<file path="config.mk">
export PLATFORM = sky130hd
export DESIGN_NAME = dmem
export DESIGN_NICKNAME = d
export VERILOG_FILES = /design/src/rtl/dmem.sv
export SDC_FILE = /design/constraint.sdc
export NUM_CORES = 2
export LEC_CHECK = 0
export ABC_AREA = 0
export CORE_UTILIZATION = 45
export DETAILED_ROUTE_END_ITERATION = 8
export PLACE_DENSITY = 0.63
export SYNTH_ARGS = -nofsm -noshare
export SYNTH_HDL_FRONTEND = slang
export SYNTH_SLANG_ARGS = --single-unit
</file>
<file path="constraint.sdc">
create_clock -name clock -period 7.8 [get_ports clock]
set_clock_uncertainty 0.05 [all_clocks]
set_input_delay 1.17 -clock clock [delete_from_list [all_inputs] [get_ports clock]]
set_output_delay 1.17 -clock clock [all_outputs]
set_load 0.005 [all_outputs]
</file>
<file path="src/rtl/dmem.sv">
// Single-port data memory with byte/half/word loads and stores behind a
// req/ack handshake. Define DMEM_MISALIGN_ERR_EN to report misaligned accesses via err.
`timescale 1ns/1ps

module dmem #(
  parameter int n    = 32,
  parameter int alen = 6
) (
  input  logic            clock,
  input  logic            reset,
  input  logic            req,
  input  logic            we,
  input  logic [alen+1:0] addr,
  input  logic [1:0]      size,
  input  logic            uns,
  input  logic [n-1:0]    wdata,
  output logic            ack,
  output logic [n-1:0]    rdata,
  output logic            err
);

  localparam int DEPTH = 2 ** alen;

  typedef enum logic [1:0] {
    IDLE,
    ACCESS,
    RESP
  } state_t;

  state_t state, state_nx;

  logic            we_q;
  logic [alen+1:0] addr_q;
  logic [1:0]      size_q;
  logic            uns_q;
  logic [n-1:0]    wdata_q;

  logic [n-1:0]    mem [DEPTH];

  logic [alen-1:0] widx;
  logic [1:0]      off;
  logic            bad;
  logic [n-1:0]    cur;
  logic [n-1:0]    shifted;
  logic [7:0]      byte_v;
  logic [15:0]     half_v;
  logic [n-1:0]    load_v;
  logic [n-1:0]    merged;
  logic            mem_we;

  // State register
  always_ff @(posedge clock or negedge reset) begin
    if (!reset) begin
      state <= IDLE;
    end else begin
      state <= state_nx;
    end
  end

  // Next-state logic
  always_comb begin
    state_nx = state;
    unique case (state)
      IDLE:    if (req) state_nx = ACCESS;
      ACCESS:  state_nx = RESP;
      RESP:    state_nx = IDLE;
      default: state_nx = IDLE;
    endcase
  end

  // Output logic
  always_comb begin
    ack = (state == RESP);
  end

  // Request capture; inputs are ignored outside IDLE.
  always_ff @(posedge clock or negedge reset) begin
    if (!reset) begin
      we_q    <= 1'b0;
      addr_q  <= '0;
      size_q  <= '0;
      uns_q   <= 1'b0;
      wdata_q <= '0;
    end else if (state == IDLE && req) begin
      we_q    <= we;
      addr_q  <= addr;
      size_q  <= size;
      uns_q   <= uns;
      wdata_q <= wdata;
    end
  end

  // Alignment handling: either flag the access or drop the offending offset bits.
  always_comb begin
    off = addr_q[1:0];
`ifdef DMEM_MISALIGN_ERR_EN
    bad = ((size_q == 2'b01) && addr_q[0]) || (size_q[1] && (addr_q[1:0] != 2'b00));
`else
    bad = 1'b0;
    if (size_q == 2'b01) off[0] = 1'b0;
    if (size_q[1])       off    = 2'b00;
`endif
  end

  always_comb begin
    widx    = addr_q[alen+1:2];
    cur     = mem[widx];
    shifted = cur >> {off, 3'b000};
    byte_v  = shifted[7:0];
    half_v  = shifted[15:0];

    unique case (size_q)
      2'b00:   load_v = {{(n-8){~uns_q & byte_v[7]}}, byte_v};
      2'b01:   load_v = {{(n-16){~uns_q & half_v[15]}}, half_v};
      default: load_v = cur;
    endcase

    merged = cur;
    unique case (size_q)
      2'b00:   merged[{off, 3'b000} +: 8]     = wdata_q[7:0];
      2'b01:   merged[{off[1], 4'b0000} +: 16] = wdata_q[15:0];
      default: merged = wdata_q;
    endcase

    mem_we = (state == ACCESS) && we_q && !bad;
  end

  // Memory array has no reset; writes only land on the ACCESS edge.
  always_ff @(posedge clock) begin
    if (mem_we) begin
      mem[widx] <= merged;
    end
  end

  always_ff @(posedge clock or negedge reset) begin
    if (!reset) begin
      rdata <= '0;
      err   <= 1'b0;
    end else if (state == ACCESS) begin
      rdata <= (we_q || bad) ? '0 : load_v;
      err   <= bad;
    end
  end

endmodule

</file>
clock_nets.png
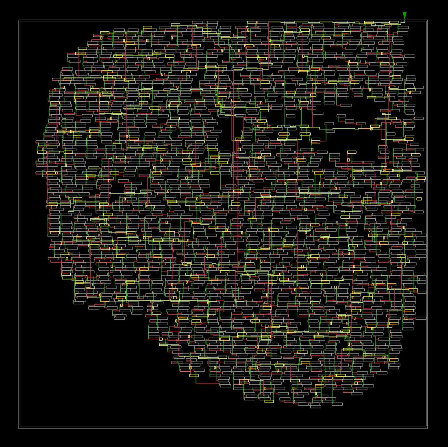
insertion delay at the late pin of the worst-skew pair: 0.87 ns
power dissipated in the clock network: 9.84 mW

==> notes.org <==
#+TITLE: Synthesis and PnR summary

** Setup path
- The timing report attributes the biggest portion of critical-path delay to AND-OR/OR-AND gates.
- Looking at the critical path, the highest net fanout was 75.
- Capture point of the critical path :: mem[35][12]$_DFFE_PP_
- The signal on the critical path passes through buf_12, buf_4, mux2i_1, nor2_1, a2111oi_0, o22ai_1, nor4_2, a31oi_1, a221o_2, buf_4.
- Worst Setup Start Kind :: flip-flop
- Number of logic stages on the critical path including buffering :: 10
- Logic depth along the worst register-to-register path is recorded as 10.

** Hold path
- According to the hold report, the worst path is of the primary input to asynchronous set/reset pin type.

** Final layout
- Area share of buffers outside the clock network :: 2.780%
- Diodes inserted :: 5
- Area occupied by registers :: around 63000 um^2
- Leaving out buffers and inverters, the combinational logic in the layout accounts for about 18000 um^2.
- Number of signal-net inverters in the final layout :: 17
- Finished Core Util :: 51.64%
- Total Nets Final :: 4829
- Register with the most flip-flops :: mem

** Job
- Maximum capacitance violations :: 1

** Outcome
- Violations in the final reports :: capacitance limit
- The run finished, with violations left.

** Clock tree
- The report puts the hold buffer count at CTS at 0.
- On the reported timing paths, the clock transition at the registers reads 0.06 ns.
- CTS-repair resized insts :: 0

** Global route
- Total congestion overflow :: 0

** Floorplanning
- From bottom edge to top edge, the die measures between 400 and 500 um.

** Synth
- The area recorded from the Yosys report for this design is 81720 um^2.
- Number of nets at floorplan :: approximately 4.6k
- Most repeated cell in the gate-level netlist after synthesis :: edfxtp_1
- The synthesized netlist devotes 0% of its cell area to XOR and XNOR gates.

** Routing
- The routed layout reports a DRC error count of 0.

** STA
- Maximum achievable frequency :: 158.3 MHz
- Slew at the pin closest to its max-slew limit :: between 1 and 1.5 ns
m2.png
Drawn at 1 px/um.
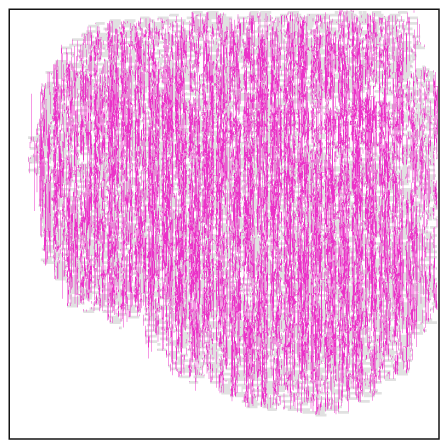
share of all routed wire: 44%
longest straight run: 124 um
global-route track usage on met2: 45.13%
final WL: 287100 um
via count of the routed design: 50.06k

[layer usage]
metal / wire [um] / GRT usage (%)
met2: 124900 / 45.13
met1: 104900 / 42.24
met4: 17530 / 16.10
met5: 59 / 0.2602
met3: 39730 / 8.303
[cells in the final DEF (no fill, tap or decap), types with 52 or more instances in the layout]
master,count
a21oi_1,98
dfrtp_1,74
clkdlybuf4s50_1,78
a221oi_1,97
clkbuf_1,57
o22ai_1,52
clkbuf_16,212
nor2_4,65
mux2_2,116
edfxtp_1,2048
a31oi_1,88
mux2i_1,196
buf_4,196
o21ai_0,98
a22oi_1,388
a22o_1,62
mux4_2,64
nand2_1,194
[report_power, final]
group          internal [mW]  total (mW)  switching, mW
clock network           5.48        9.84           4.35
registers               14.8        15.1          0.299
logic                   1.91        7.87           5.96
total                   22.1        32.8           10.6
Power is estimated from default activity; no workload was simulated.
